**config.mk**
```make
export PLATFORM = sky130hd
export DESIGN_NAME = axis_traffic_gen_flat
export DESIGN_NICKNAME = d
export VERILOG_FILES = /design/src/rtl/axis_traffic_gen_pkg.sv /design/src/rtl/axis_traffic_gen_if.sv /design/src/rtl/axis_tg_dest_seq.sv /design/src/rtl/axis_traffic_gen.sv /design/src/flat_wrapper.sv
export SDC_FILE = /design/constraint.sdc
export NUM_CORES = 1
export LEC_CHECK = 0
export CORE_UTILIZATION = 60
export CTS_BUF_LIST = sky130_fd_sc_hd__clkbuf_8 sky130_fd_sc_hd__clkbuf_16
export DETAILED_ROUTE_END_ITERATION = 12
export DONT_BUFFER_PORTS = 1
export PLACE_DENSITY_LB_ADDON = 0.15
export SLEW_MARGIN = 10
export SYNTH_ARGS = -nofsm -noshare
export SYNTH_HDL_FRONTEND = slang
export SYNTH_SLANG_ARGS = --single-unit
export TNS_END_PERCENT = 10
```
**constraint.sdc**
```tcl
create_clock -name clk_usr -period 5.1 [get_ports clk_usr]
set_input_delay 0.51 -clock clk_usr [delete_from_list [all_inputs] [get_ports clk_usr]]
set_output_delay 0.51 -clock clk_usr [all_outputs]
set_load 0.05 [all_outputs]
```
**src/rtl/axis_traffic_gen_pkg.sv**
```systemverilog
// Shared types and helpers for the AXI-Stream traffic generator.
// Holds the FSM state encoding, destination mode codes and the round-robin step function.
package axis_traffic_gen_pkg;

    typedef enum logic [1:0] {
        ST_IDLE = 2'd0,
        ST_SEND = 2'd1,
        ST_DONE = 2'd2
    } tg_state_e;

    localparam logic MODE_FIXED = 1'b0;
    localparam logic MODE_RR    = 1'b1;

    // Next endpoint after cur, wrapping at n and never landing on self_addr.
    // A single-endpoint network can only address itself.
    function automatic int unsigned next_rr_dest(input int unsigned cur,
                                                 input int unsigned self_addr,
                                                 input int unsigned n);
        int unsigned nxt;
        if (n <= 32'd1) begin
            nxt = self_addr;
        end else begin
            nxt = (cur + 32'd1) % n;
            if (nxt == self_addr) begin
                nxt = (nxt + 32'd1) % n;
            end else begin
                nxt = nxt;
            end
        end
        return nxt;
    endfunction

endpackage

```
**src/rtl/axis_traffic_gen_if.sv**
```systemverilog
// AXI-Stream beat bundle between the traffic generator and the router injection port.
interface axis_traffic_gen_if #(
    parameter int TDATA_WIDTH = 32,
    parameter int TID_WIDTH   = 2,
    parameter int TDEST_WIDTH = 2
) ();
    logic                   tvalid;
    logic                   tready;
    logic [TDATA_WIDTH-1:0] tdata;
    logic                   tlast;
    logic [TID_WIDTH-1:0]   tid;
    logic [TDEST_WIDTH-1:0] tdest;

    modport master (output tvalid, output tdata, output tlast, output tid, output tdest,
                    input tready);
    modport slave  (input tvalid, input tdata, input tlast, input tid, input tdest,
                    output tready);
endinterface

```
**src/rtl/axis_tg_dest_seq.sv**
```systemverilog
// Destination sequencer: loads the first destination on start and steps round-robin
// (skipping the local endpoint) each time a packet completes.
module axis_tg_dest_seq
    import axis_traffic_gen_pkg::*;
#(
    parameter int TDEST_WIDTH       = 2,
    parameter int NOC_NUM_ENDPOINTS = 4
) (
    input  logic                   clk_usr,
    input  logic                   rst_usr,
    input  logic                   load,
    input  logic                   advance,
    input  logic                   mode,
    input  logic [TDEST_WIDTH-1:0] fixed_dest,
    input  logic [TDEST_WIDTH-1:0] self_addr,
    output logic [TDEST_WIDTH-1:0] dest
);

    logic                   mode_r;
    logic [TDEST_WIDTH-1:0] self_r;
    logic [TDEST_WIDTH-1:0] dest_r;
    logic [TDEST_WIDTH-1:0] first_s;
    logic [TDEST_WIDTH-1:0] next_s;

    assign first_s = TDEST_WIDTH'(next_rr_dest(32'(self_addr), 32'(self_addr), 32'(NOC_NUM_ENDPOINTS)));
    assign next_s  = TDEST_WIDTH'(next_rr_dest(32'(dest_r), 32'(self_r), 32'(NOC_NUM_ENDPOINTS)));

    // Destination register: configuration latched on load, stepped only between packets.
    always_ff @(posedge clk_usr) begin
        if (rst_usr) begin
            mode_r <= MODE_FIXED;
            self_r <= {TDEST_WIDTH{1'b0}};
            dest_r <= {TDEST_WIDTH{1'b0}};
        end else if (load) begin
            mode_r <= mode;
            self_r <= self_addr;
            dest_r <= (mode == MODE_RR) ? first_s : fixed_dest;
        end else if (advance && (mode_r == MODE_RR)) begin
            dest_r <= next_s;
        end else begin
            dest_r <= dest_r;
        end
    end

    assign dest = dest_r;

endmodule

```
**src/rtl/axis_traffic_gen.sv**
```systemverilog
// Deterministic AXI-Stream packet source with packet/stall statistics.
// Each beat carries {packet sequence, beat index} so the sink can self-check ordering.
module axis_traffic_gen
    import axis_traffic_gen_pkg::*;
#(
    parameter int TDATA_WIDTH       = 32,
    parameter int TID_WIDTH         = 2,
    parameter int TDEST_WIDTH       = 2,
    parameter int NOC_NUM_ENDPOINTS = 4,
    parameter int MAX_PKT_LEN       = 16,
    parameter int LEN_WIDTH         = $clog2(MAX_PKT_LEN + 1)
) (
    input  logic                   clk_usr,
    input  logic                   rst_usr,
    input  logic                   start,
    input  logic                   stop,
    input  logic [15:0]            cfg_num_pkts,
    input  logic [LEN_WIDTH-1:0]   cfg_pkt_len,
    input  logic                   cfg_mode,
    input  logic [TDEST_WIDTH-1:0] cfg_fixed_dest,
    input  logic [TDEST_WIDTH-1:0] cfg_self_addr,
    input  logic [TID_WIDTH-1:0]   cfg_tid,
    axis_traffic_gen_if.master     axis_out,
    output logic                   busy,
    output logic                   done,
    output logic [31:0]            pkt_count,
    output logic [31:0]            stall_cycles
);

    localparam int HALF_W = TDATA_WIDTH / 2;

    tg_state_e              state_r;
    logic [LEN_WIDTH-1:0]   len_eff_r;
    logic [15:0]            num_pkts_r;
    logic [TID_WIDTH-1:0]   tid_r;
    logic [LEN_WIDTH-1:0]   beat_r;
    logic [HALF_W-1:0]      seq_r;
    logic                   stop_pend_r;
    logic                   tvalid_r;
    logic                   tlast_r;
    logic [TDATA_WIDTH-1:0] tdata_r;
    logic                   busy_r;
    logic                   done_r;
    logic [31:0]            pkt_count_r;
    logic [31:0]            stall_r;

    logic [LEN_WIDTH-1:0]   len_eff_s;
    logic [LEN_WIDTH-1:0]   beat_nxt_s;
    logic [HALF_W-1:0]      seq_nxt_s;
    logic [31:0]            pkt_count_nxt_s;
    logic                   hs_s;
    logic                   launch_s;
    logic                   last_hs_s;
    logic                   finish_s;
    logic                   advance_s;
    logic [TDEST_WIDTH-1:0] dest_s;

    // Length clamping and the handshake/termination decode for the current cycle.
    always_comb begin
        if (cfg_pkt_len == {LEN_WIDTH{1'b0}}) begin
            len_eff_s = LEN_WIDTH'(32'd1);
        end else if (cfg_pkt_len > LEN_WIDTH'(MAX_PKT_LEN)) begin
            len_eff_s = LEN_WIDTH'(MAX_PKT_LEN);
        end else begin
            len_eff_s = cfg_pkt_len;
        end
        beat_nxt_s      = beat_r + LEN_WIDTH'(32'd1);
        seq_nxt_s       = seq_r + HALF_W'(32'd1);
        pkt_count_nxt_s = pkt_count_r + 32'd1;
        hs_s            = tvalid_r && axis_out.tready;
        launch_s        = start && ((state_r == ST_IDLE) || (state_r == ST_DONE));
        last_hs_s       = (state_r == ST_SEND) && hs_s && tlast_r;
        // A stop arriving with the final beat still ends the run after that packet.
        finish_s        = last_hs_s &&
                          (((num_pkts_r != 16'd0) && (pkt_count_nxt_s == {16'd0, num_pkts_r})) ||
                           stop_pend_r || stop);
        advance_s       = last_hs_s && !finish_s;
    end

    // Main FSM; every stream and status output is driven straight from a register.
    always_ff @(posedge clk_usr) begin
        if (rst_usr) begin
            state_r     <= ST_IDLE;
            len_eff_r   <= {LEN_WIDTH{1'b0}};
            num_pkts_r  <= 16'd0;
            tid_r       <= {TID_WIDTH{1'b0}};
            beat_r      <= {LEN_WIDTH{1'b0}};
            seq_r       <= {HALF_W{1'b0}};
            stop_pend_r <= 1'b0;
            tvalid_r    <= 1'b0;
            tlast_r     <= 1'b0;
            tdata_r     <= {TDATA_WIDTH{1'b0}};
            busy_r      <= 1'b0;
            done_r      <= 1'b0;
            pkt_count_r <= 32'd0;
            stall_r     <= 32'd0;
        end else begin
            case (state_r)
                ST_IDLE, ST_DONE: begin
                    if (launch_s) begin
                        state_r     <= ST_SEND;
                        busy_r      <= 1'b1;
                        done_r      <= 1'b0;
                        len_eff_r   <= len_eff_s;
                        num_pkts_r  <= cfg_num_pkts;
                        tid_r       <= cfg_tid;
                        pkt_count_r <= 32'd0;
                        stall_r     <= 32'd0;
                        seq_r       <= {HALF_W{1'b0}};
                        beat_r      <= {LEN_WIDTH{1'b0}};
                        stop_pend_r <= 1'b0;
                        tvalid_r    <= 1'b1;
                        tlast_r     <= (len_eff_s == LEN_WIDTH'(32'd1));
                        tdata_r     <= {TDATA_WIDTH{1'b0}};
                    end
                end
                ST_SEND: begin
                    if (stop) begin
                        stop_pend_r <= 1'b1;
                    end
                    if (tvalid_r && !axis_out.tready && (stall_r != {32{1'b1}})) begin
                        stall_r <= stall_r + 32'd1;
                    end
                    if (hs_s && tlast_r) begin
                        pkt_count_r <= pkt_count_nxt_s;
                        if (finish_s) begin
                            state_r     <= ST_DONE;
                            busy_r      <= 1'b0;
                            done_r      <= 1'b1;
                            tvalid_r    <= 1'b0;
                            tlast_r     <= 1'b0;
                            stop_pend_r <= 1'b0;
                        end else begin
                            seq_r   <= seq_nxt_s;
                            beat_r  <= {LEN_WIDTH{1'b0}};
                            tlast_r <= (len_eff_r == LEN_WIDTH'(32'd1));
                            tdata_r <= {seq_nxt_s, {HALF_W{1'b0}}};
                        end
                    end else if (hs_s) begin
                        beat_r  <= beat_nxt_s;
                        tlast_r <= (beat_nxt_s == (len_eff_r - LEN_WIDTH'(32'd1)));
                        tdata_r <= {seq_r, HALF_W'(beat_nxt_s)};
                    end
                end
                default: begin
                    state_r  <= ST_IDLE;
                    busy_r   <= 1'b0;
                    done_r   <= 1'b0;
                    tvalid_r <= 1'b0;
                    tlast_r  <= 1'b0;
                end
            endcase
        end
    end

    axis_tg_dest_seq #(
        .TDEST_WIDTH       (TDEST_WIDTH),
        .NOC_NUM_ENDPOINTS (NOC_NUM_ENDPOINTS)
    ) u_dest_seq (
        .clk_usr    (clk_usr),
        .rst_usr    (rst_usr),
        .load       (launch_s),
        .advance    (advance_s),
        .mode       (cfg_mode),
        .fixed_dest (cfg_fixed_dest),
        .self_addr  (cfg_self_addr),
        .dest       (dest_s)
    );

    assign axis_out.tvalid = tvalid_r;
    assign axis_out.tdata  = tdata_r;
    assign axis_out.tlast  = tlast_r;
    assign axis_out.tid    = tid_r;
    assign axis_out.tdest  = dest_s;
    assign busy            = busy_r;
    assign done            = done_r;
    assign pkt_count       = pkt_count_r;
    assign stall_cycles    = stall_r;

endmodule

```
**src/flat_wrapper.sv**
```systemverilog
// flat-port wrapper written by rule: the top's interface ports become plain ports
module axis_traffic_gen_flat import axis_traffic_gen_pkg::*;
#(
    parameter int TDATA_WIDTH       = 32,
    parameter int TID_WIDTH         = 2,
    parameter int TDEST_WIDTH       = 2,
    parameter int NOC_NUM_ENDPOINTS = 4,
    parameter int MAX_PKT_LEN       = 16,
    parameter int LEN_WIDTH         = $clog2(MAX_PKT_LEN + 1)
)
  (clk_usr, rst_usr, start, stop, cfg_num_pkts, cfg_pkt_len, cfg_mode, cfg_fixed_dest, cfg_self_addr, cfg_tid, busy, done, pkt_count, stall_cycles, axis_out_tvalid, axis_out_tdata, axis_out_tlast, axis_out_tid, axis_out_tdest, axis_out_tready);
  axis_traffic_gen_if #(.TDATA_WIDTH(TDATA_WIDTH), .TID_WIDTH(TID_WIDTH), .TDEST_WIDTH(TDEST_WIDTH)) axis_out_i ();
  input  logic clk_usr;
  input  logic rst_usr;
  input  logic start;
  input  logic stop;
  input  logic [15:0] cfg_num_pkts;
  input  logic [LEN_WIDTH-1:0] cfg_pkt_len;
  input  logic cfg_mode;
  input  logic [TDEST_WIDTH-1:0] cfg_fixed_dest;
  input  logic [TDEST_WIDTH-1:0] cfg_self_addr;
  input  logic [TID_WIDTH-1:0] cfg_tid;
  output logic busy;
  output logic done;
  output logic [31:0] pkt_count;
  output logic [31:0] stall_cycles;
  output wire logic [$bits(axis_out_i.tvalid)-1:0] axis_out_tvalid;
  output wire logic [$bits(axis_out_i.tdata)-1:0] axis_out_tdata;
  output wire logic [$bits(axis_out_i.tlast)-1:0] axis_out_tlast;
  output wire logic [$bits(axis_out_i.tid)-1:0] axis_out_tid;
  output wire logic [$bits(axis_out_i.tdest)-1:0] axis_out_tdest;
  input wire logic [$bits(axis_out_i.tready)-1:0] axis_out_tready;
  assign axis_out_tvalid = axis_out_i.tvalid;
  assign axis_out_tdata = axis_out_i.tdata;
  assign axis_out_tlast = axis_out_i.tlast;
  assign axis_out_tid = axis_out_i.tid;
  assign axis_out_tdest = axis_out_i.tdest;
  assign axis_out_i.tready = axis_out_tready;
  axis_traffic_gen #(.TDATA_WIDTH(TDATA_WIDTH), .TID_WIDTH(TID_WIDTH), .TDEST_WIDTH(TDEST_WIDTH), .NOC_NUM_ENDPOINTS(NOC_NUM_ENDPOINTS), .MAX_PKT_LEN(MAX_PKT_LEN), .LEN_WIDTH(LEN_WIDTH)) u_core (.clk_usr(clk_usr), .rst_usr(rst_usr), .start(start), .stop(stop), .cfg_num_pkts(cfg_num_pkts), .cfg_pkt_len(cfg_pkt_len), .cfg_mode(cfg_mode), .cfg_fixed_dest(cfg_fixed_dest), .cfg_self_addr(cfg_self_addr), .cfg_tid(cfg_tid), .axis_out(axis_out_i), .busy(busy), .done(done), .pkt_count(pkt_count), .stall_cycles(stall_cycles));
endmodule
```
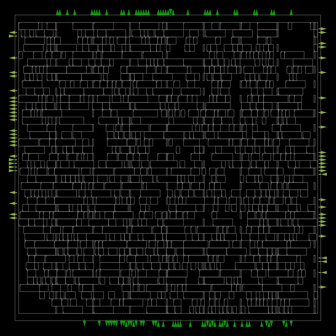
Run 1: placed standard cells
Core Region: 0.0122 sq mm
registers: 134
tap cell count: 168
Seq/total area: 0.327

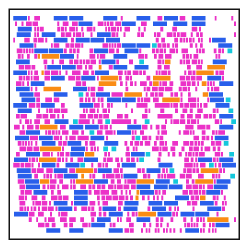
Run 1: placed cells, one color a class
Drawn at 2 px/um.
class	color	cells	share of their area
clock drivers and dummy loads	orange	32	7.3%
remaining logic cells	magenta	764	57%
registers	blue	134	34%
remaining buffers and delay cells	cyan	23	2.2%

==> flow_metrics.tcl, run 1 <==
# implementation run metrics
set metrics [dict create \
    clk_path_buf_depth 2 \
    num_vias 6895 \
    holdPathEnd "u_core.u_dest_seq.mode_r" \
    ys_seq_share 0.354 \
    holdCritPathClass "input pin to flop" \
    cp-endpoint "u_core.axis_out.tdata[27]" \
    portBuffers 0 \
    ant_nets 0 \
    top_layer "met4" \
    reg2reg_to "u_core.axis_out.tdata[27]" \
    dp_slack_ns 0.929 \
    grt_pass1_vias 6641 \
    initial_core_util 0.622 \
    yosysUniqueCellTypes 76 \
    startpoint_type "flop" \
    wl_um 19300 \
    antenna_found_initial 0 \
    path_common_cell "nor4_4" \
    dr_wl_met3_um 1320 \
    xor_share 0.102 \
    synth-compound-area-share 0.158 \
    clock.fmax_mhz 240 \
    whs_path_depth 1 \
    grt-ovfl-total 0 \
    place_area_sq_mm 0.00763 \
    cp.required_ns 5.44 \
    top_cell "nand2_1" \
    diodes 0 \
    arrival_ns 4.51 \
    die_w_um 114 \
    r2r-start "u_core.pkt_count[3]" \
    synth_adder_area_share 0.00992 \
    setup_viol 0 \
    finalCritPeriodShare 0.818 \
    clock-sinks 134 \
    use_met3 0.0868 \
    holdWs_ns 0.192 \
    yosys_most_used_dff "dfxtp_1" \
    vdd.ir_drop.worst_v 0.000243 \
    cts_tree "done" \
    wl_met2_um 9430 \
    finalNonFillerCells 1121 \
    reg2reg_slack_ns 0.93 \
    worstHoldStart "rst_usr" \
    grtUsageMet1 0.368 \
    grt_max_degree 91 \
    p_leak_uw 0.00303 \
    area_leaders "dfxtp_1 35%, nand2_1 6.7%, nor2_1 6.0%, xnor2_1 5.2%, xor2_1 5.0%" \
    fin_area_sq_mm 0.00822 \
    criticalPathCategory "flop to flop" \
    grt_pass1_wl_um 32000 \
    status "completed" \
    powerDensity_mw_per_mm2 304 \
    track_usage 0.307 \
    setup.worst_path.end_class "flop" \
    r2r_cells 9 \
    cp.depth 9 \
    wire_per_inst_um 17.2 \
    logic_family "simple AND/OR/NAND/NOR gates" \
    yosysTopAreaCell "dfxtp_1" \
    htreeDepth 4 \
    slowest_stage "dfxtp_1" \
    io_pins 137 \
    edf_count 0 \
    slew_viol_final 0 \
    final.fill_count 1046 \
    syn_area_sq_mm 0.00757 \
    crit_chain "nand4_2, nor4_4, and3_4, a31oi_1, or2_4, nor4_4, a21oi_4, o21ai_4, mux2i_1" \
    ctsResizeCount 0 \
    die_h_um 114 \
    viasPerCell 6.15 \
    met2_usage 0.517 \
    seq_area_sq_mm 0.00268 \
    drv_cap 0 \
    cts_setup_buffers 0 \
    hold_viol_final 0 \
    slowest_delay_ns 0.85 \
    layout_min_cycle_time_ns 4.17 \
    gp_congestion 0.914 \
    path_delay_family "simple AND/OR/NAND/NOR gates" \
    logic_area_sq_mm 0.00452 \
    drt_iter0_drc 604 \
    crit_buf_inv 0 \
    yosys-top-cells-count "135 x nand2_1, 134 x dfxtp_1, 120 x nor2_1, 61 x a21oi_1, 45 x xnor2_1" \
    dpl.hpwl_um 13600 \
    syn_avg_cell_area_sq_um 7.90 \
    slew_headroom 0.421 \
    yosys-mux-area-fraction 0.0226 \
    ctsHoldBuffers 0 \
    warnings 27 \
    area_growth_pct 8.55 \
    crit_path_max_fanout 16 \
    fin_ws_ns 0.928 \
    yosys_cells 958 \
    synth_cells 958 \
    yosysWarnings 0 \
    chipArea_sq_mm 0.0131 \
    power_uw 2500 \
    synth_top_area_share 0.354 \
    nets 979 \
    ys.flops 134 \
    cts_root_buf "clkbuf_16" \
    rsz0062_at_grt "false" \
    worst_pin_slew_ns 0.866 \
    m1WireLength_um 8110 \
    startpoint "u_core.pkt_count[3]" \
    drt_pass1_iterations 5 \
    rows 40 \
    cts_buffers 17 \
    tns_ns 0 \
    layout-drive-gt1-share 0.0902 \
    simple_gate_share 0.299 \
    lay_top_cells "135 x nand2_1, 134 x dfxtp_1, 119 x nor2_1" \
    drc_errors 0 \
    ys_chip_area_sq_mm 0.00757 \
    fin_util 0.676 \
    lay_top_count "nand2_1" \
]
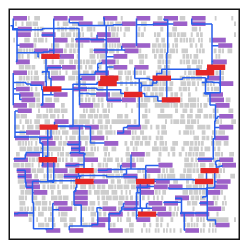
Run 1: routed clock nets over the placement
Drawn at 2 px/um.
[flip-flops] purple | count: 134
[clock wires] blue | length: 1660 um
[clock-net drivers] red | count: 17
routed clock nets	18
Latency at later pin: 0.42 ns
Clk. pwr: 1200 uW
Fin Clk Skew: 0.0133 ns
Clock Power Share: 0.483

-- run 1: layout make-up --
type / instances / area share
inverters: 12 / 0.00548
repair buffers: 23 / 0.0210
multi-input cells: 752 / 0.550
clock buffers: 19 / 0.0551
clock inverters: 13 / 0.0158
flip-flops and latches: 134 / 0.327
well taps: 168 / 0.0256
-- run 1: logic make-up (layout without fill, tap and decap cells) --
family / count (synthesis) / in the layout
compound gates: 176 / 176
xor+xnor: 88 / 88
fa+ha+maj: 6 / 6
buf+inv: 82 / 67
flops: 134 / 134
mux: 17 / 17
other cells: 1 / 11
simple gates: 454 / 454
-- run 1: report_power, final --
group          switching [uW]  internal, uW  total (uW)
clock network             463           742        1200
registers                33.1          1060        1100
logic                     130          63.7         194
total                     626          1870        2500
Run 1, nets reached from selected ports:
Drawn at 4 px/um.
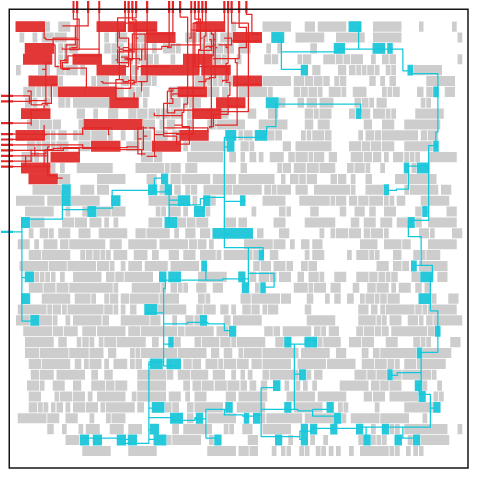

==> run 2, diff against run 1 <==
--- a/config.mk
+++ b/config.mk
@@ -5,7 +5,7 @@
 export SDC_FILE = /design/constraint.sdc
 export NUM_CORES = 1
 export LEC_CHECK = 0
-export CORE_UTILIZATION = 60
+export CORE_UTILIZATION = 58
 export CTS_BUF_LIST = sky130_fd_sc_hd__clkbuf_8 sky130_fd_sc_hd__clkbuf_16
 export DETAILED_ROUTE_END_ITERATION = 12
 export DONT_BUFFER_PORTS = 1
==> constraint.sdc (replaced) <==
create_clock -name clk_usr -period 3.5 [get_ports clk_usr]
set_input_delay 0.35 -clock clk_usr [delete_from_list [all_inputs] [get_ports clk_usr]]
set_output_delay 0.35 -clock clk_usr [all_outputs]
set_load 0.05 [all_outputs]
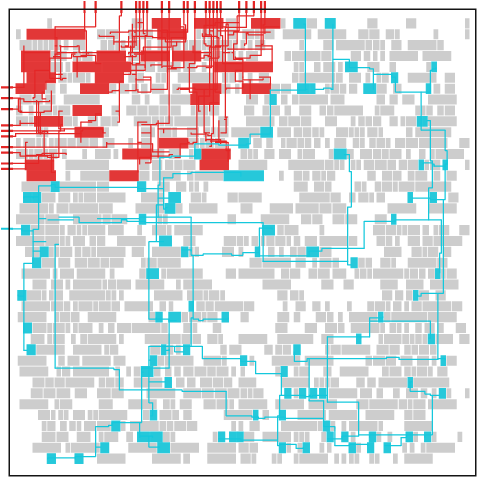
Run 2: nets reached from selected ports
Drawn at 4 px/um.
port	color	bits	direction	end cells	buffers	wire
`rst_usr`	cyan	1	input	90	3	1260 um
`stall_cycles`	red	32	output	32	24	1240 um
io pins: 137
I/O Buffers: 0

==> run 2 against run 1 <==
Hold slack worse by 0.15 ns. Utilization up 1.3 points. Clock power up 43%. Final cell count up 6.2%. Combinational power up about 60%. Critical path depth up 1. Register-to-register slack worse by 0.69 ns. Clock skew down 0.0045 ns. Critical path type unchanged. Largest power group unchanged. Highest routed layer unchanged.
==> flow_metrics.tcl, run 2 <==
# implementation run metrics
set metrics [dict create \
    yosysWarnings 0 \
    p_int_uw 2650 \
    tns_ns 0 \
    vdd.ir_drop.worst_v 0.000356 \
    setup.worst_path.end_class "flop" \
    initial_core_util 0.597 \
    rows 41 \
    p_leak_uw 0.00335 \
    crit_buf_inv 1 \
    gp_congestion 0.967 \
    yosys_cells 958 \
    yosysUniqueCellTypes 76 \
    dr_wl_met3_um 1340 \
    coreArea_sq_mm 0.0127 \
    r2r-start "u_core.pkt_count[2]" \
    power.switching_uw 975 \
    slowest_stage "or4_1" \
    clock.fmax_mhz 307 \
    syn_area_sq_mm 0.00757 \
    finalCritPeriodShare 0.931 \
    ant_nets 0 \
    clockPowerShare 0.473 \
    lay_top_count "nand2_1" \
    startpoint_type "flop" \
    cts_root_buf "clkbuf_16" \
    fin_ws_ns 0.241 \
    edf_count 0 \
    rsz0062_at_grt "false" \
    maxPowerGroup "clock" \
    path_delay_family "simple AND/OR/NAND/NOR gates" \
    viasPerCell 6.08 \
    status "completed" \
    met2_usage 0.536 \
    synth-compound-area-share 0.158 \
    syn_avg_cell_area_sq_um 7.90 \
    synth_cells 958 \
    p_comb_uw 311 \
    use_met3 0.0841 \
    nets 1044 \
    p_clk_uw 1720 \
    fin_area_sq_mm 0.00872 \
    yosys_most_used_dff "dfxtp_1" \
    slowest_delay_ns 0.55 \
    power_uw 3620 \
    powerDensity_mw_per_mm2 416 \
    htreeDepth 4 \
    layout-drive-gt1-share 0.148 \
    combPwrFrac 0.086 \
    pwr-share-seq 0.441 \
    slew_headroom 0.299 \
    yosys-mux-area-fraction 0.0226 \
    grt_pass1_wl_um 33200 \
    die_h_um 116 \
    synth_top_area_share 0.354 \
    simple_gate_share 0.299 \
    cp.required_ns 3.87 \
    drv_cap 0 \
    layout_min_cycle_time_ns 3.26 \
    worst_pin_slew_ns 1.05 \
    fin_util 0.688 \
]
## run 2: final cells by class
| cell class | instances | area [sq um] | share of cell area |
|---|---|---|---|
| multi-input cells | 752 | 4530 | 0.520 |
| flip-flops and latches | 134 | 2680 | 0.308 |
| repair buffers | 88 | 682 | 0.0782 |
| clock buffers | 18 | 439 | 0.0504 |
| well taps | 172 | 215 | 0.0247 |
| clock inverters | 14 | 125 | 0.0144 |
| inverters | 12 | 45.0 | 0.00517 |
## run 2: worst paths after layout
kind	endpoint	slack, ns	cells past startpoint
worst max-delay path	u_core.axis_out.tdata[4]	0.24	10
worst min-delay path	u_core.busy	0.04	1
worst max register to register	u_core.axis_out.tdata[4]	0.24	10
worst min register to register	u_core.len_eff_r[1]	0.48	2
Run 2, placed cells, one color a class:
Drawn at 2 px/um.
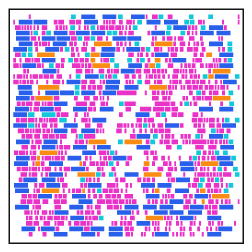

==> run 3, diff against run 2 <==
--- a/config.mk
+++ b/config.mk
@@ -5,6 +5,7 @@
 export SDC_FILE = /design/constraint.sdc
 export NUM_CORES = 1
 export LEC_CHECK = 0
+export CORE_ASPECT_RATIO = 0.75
 export CORE_UTILIZATION = 58
 export CTS_BUF_LIST = sky130_fd_sc_hd__clkbuf_8 sky130_fd_sc_hd__clkbuf_16
 export DETAILED_ROUTE_END_ITERATION = 12
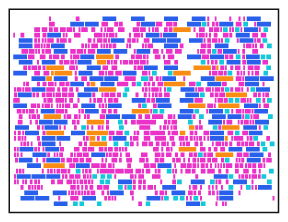
Run 3: placed cells, one color a class
Drawn at 2 px/um.
class	color	cells	share of their area
clock drivers and dummy loads	orange	31	7.6%
remaining logic cells	magenta	764	54%
remaining buffers and delay cells	cyan	83	7.3%
registers	blue	134	31%
row count: 35
Final Instance Area: 0.00874 sq mm
Core Region: 0.0125 sq mm
fin util: 0.700
Seq/total area: 0.307

==> run 3 against run 2 <==
Sequential share of layout area fell by 0.079 points. First-iteration DRC count is 9.2% higher. Clock-buffer cell count unchanged. Global-route usage shrank 0.36 points. Critical path type unchanged. Hold slack better by 0.024 ns. Power grew 6.5%. Combinational power decreased by 5%. Utilization up 1.2 points.
==> flow_metrics.tcl, run 3 <==
# implementation run metrics
set metrics [dict create \
    status "completed" \
    ctsHoldBuffers 0 \
    grt_pass1_vias 6635 \
    crit_buf_inv 2 \
    worstHoldStart "rst_usr" \
    clk_pin_slew_ns 0.06 \
    async_flop_share 0 \
    clock_buffers 18 \
    yosys-mux-area-fraction 0.0226 \
    buf_share 0.0717 \
    chipArea_sq_mm 0.0135 \
    use_met3 0.0970 \
    synth_cells 958 \
    lay_top_cells "135 x nand2_1, 134 x dfxtp_1, 119 x nor2_1" \
    area_growth_pct 15.5 \
    htreeDepth 4 \
    clk_share 0.0739 \
    lay_top_count "nand2_1" \
    netSwitchingFraction 0.242 \
    slew_viol_final 0 \
    yosysWarnings 0 \
    antenna_found_initial 0 \
    r2r-start "u_core.pkt_count[1]" \
    synth-compound-area-share 0.158 \
    layout_min_cycle_time_ns 3.30 \
    yosys_most_used_dff "dfxtp_1" \
    gp_congestion 0.952 \
    dr_wl_met3_um 2310 \
    nets 1039 \
    warnings 27 \
    met2_usage 0.478 \
    startpoint "u_core.pkt_count[1]" \
    seq_area_sq_mm 0.00268 \
    power_uw 3860 \
    reg2reg_slack_ns 0.20 \
    fin_ws_ns 0.205 \
    nWellTaps 166 \
    slowest_delay_ns 0.46 \
    grt_max_degree 91 \
    clock_latency_ns 0.42 \
    area_leaders "dfxtp_1 35%, nand2_1 6.7%, nor2_1 6.0%, xnor2_1 5.2%, xor2_1 5.0%" \
    yosys-top-cells-count "135 x nand2_1, 134 x dfxtp_1, 120 x nor2_1, 61 x a21oi_1, 45 x xnor2_1" \
    worst_pin_slew_ns 0.882 \
    ant_nets 0 \
    grt.busiest_layer "met2" \
    combPwrFrac 0.076 \
    holdWs_ns 0.0620 \
    r2r_cells 12 \
    finalNonFillerCells 1178 \
    inverters 12 \
    edf_count 0 \
    synth_adder_area_share 0.00992 \
    comb_share 0.519 \
    startpoint_type "flop" \
    grt_pass1_wl_um 33600 \
    ys_seq_share 0.354 \
    layout-drive-gt1-share 0.145 \
    ff_count 134 \
    setup.worst_path.end_class "flop" \
    top_layer "met4" \
    wire_per_inst_um 17.8 \
    crit_path_max_fanout 16 \
    criticalPathCategory "flop to flop" \
    ys_chip_area_sq_mm 0.00757 \
    slew_headroom 0.411 \
    place_area_sq_mm 0.00807 \
    die_w_um 134 \
    p_leak_uw 0.00336 \
    path_common_cell "nand3_1" \
    yosys_cells 958 \
    final.fill_count 1002 \
    wl_um 21000 \
    logic_area_sq_mm 0.00453 \
    finalCritPeriodShare 0.941 \
    whs_path_depth 1 \
    die_h_um 101 \
    yosysTopAreaCell "dfxtp_1" \
    initial_core_util 0.606 \
    arrival_ns 3.64 \
    dpl.hpwl_um 14500 \
    slowest_stage "nor4_4" \
    crit_chain "ha_1, nand3_1, nor4_2, buf_4, nand3_1, xor2_1, nand3_1, nor4_4, a21oi_4, o21ai_4, buf_4, mux2i_1" \
    setup_viol 0 \
    buffers_excl_clock 83 \
    viasPerCell 6.10 \
    pwr-share-seq 0.415 \
    diodes 0 \
    cp.depth 12 \
    path_delay_family "simple AND/OR/NAND/NOR gates" \
    logic_family "simple AND/OR/NAND/NOR gates" \
    xor_share 0.102 \
    clock.fmax_mhz 303 \
    track_usage 0.315 \
    grt-ovfl-total 0 \
    synth_top_area_share 0.354 \
    m1WireLength_um 9240 \
    syn_avg_cell_area_sq_um 7.90 \
    cp.required_ns 3.84 \
    vdd.ir_drop.worst_v 0.000391 \
    syn_area_sq_mm 0.00757 \
    holdPathEnd "u_core.state_r[1]" \
    tns_ns 0 \
    p_int_uw 2930 \
    powerDensity_mw_per_mm2 442 \
    dp_slack_ns 0.244 \
    cts_root_buf "clkbuf_16" \
    cp-endpoint "u_core.axis_out.tdata[22]" \
    hold_viol_final 0 \
    ys.flops 134 \
    yosysUniqueCellTypes 76 \
    cts_tree "done" \
    num_vias 7188 \
    cts_buffers 17 \
    drc_errors 0 \
    drt_iter0_drc 726 \
    io_pins 137 \
    wl_met2_um 9060 \
    simple_gate_share 0.299 \
    finClkSkew_ns 0.00751 \
    clk_path_buf_depth 2 \
    reg2reg_to "u_core.axis_out.tdata[22]" \
    drt_pass1_iterations 5 \
    clock-sinks 134 \
    power.switching_uw 935 \
    logic_gates 752 \
    portBuffers 0 \
    dominant-cell-class "logic gates" \
    drv_cap 0 \
    grtUsageMet1 0.425 \
    clockPowerShare 0.509 \
    top_cell "nand2_1" \
    holdCritPathClass "input pin to flop" \
    numPlacedInstances 1145 \
]
run 3: cell count changes in the layout (fill, tap and decap cells not counted), moves of 2 or more:
cell | before | now
bufinv_16 | 1 | 5
clkinvlp_4 | 3 | 1
dlygate4sd3_1 | 2 | 0
buf_4 | 84 | 82
inv_6 | 4 | 0
clkinv_4 | 2 | 4
clkinv_2 | 4 | 2
run 3: repair_timing:
| action | 4_1_cts | 5_1_grt |
|---|---|---|
| resized | 0 | 3 |
| setup buffers | 0 | 2 |
| setup endpoints to repair | 0 | 38 |
run 3: power by group through the flow:
stage                     Sequential [uW]  Clock (uW)  Combinational (uW)
after global placement               1630           0                 280
after CTS                            1600        1970                 290
after global routing                 1600        2060                 321
after floorplan                      1630           0                 252
after detailed placement             1630           0                 287
final                                1600        1970                 295

==> gallery <==
Sequential cells colored by netlist name.
Drawn at 2 px/um. Other sequential cells in the stronger gray, the rest of the logic in the fainter gray.
Plate I
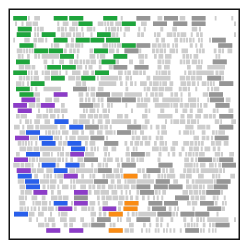
Plate II
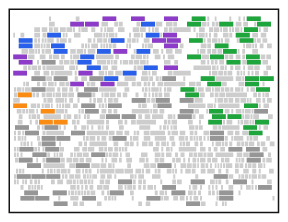
Plate I is run 1.
Plate II is run 3.

Power and IR drop assume default switching activity.
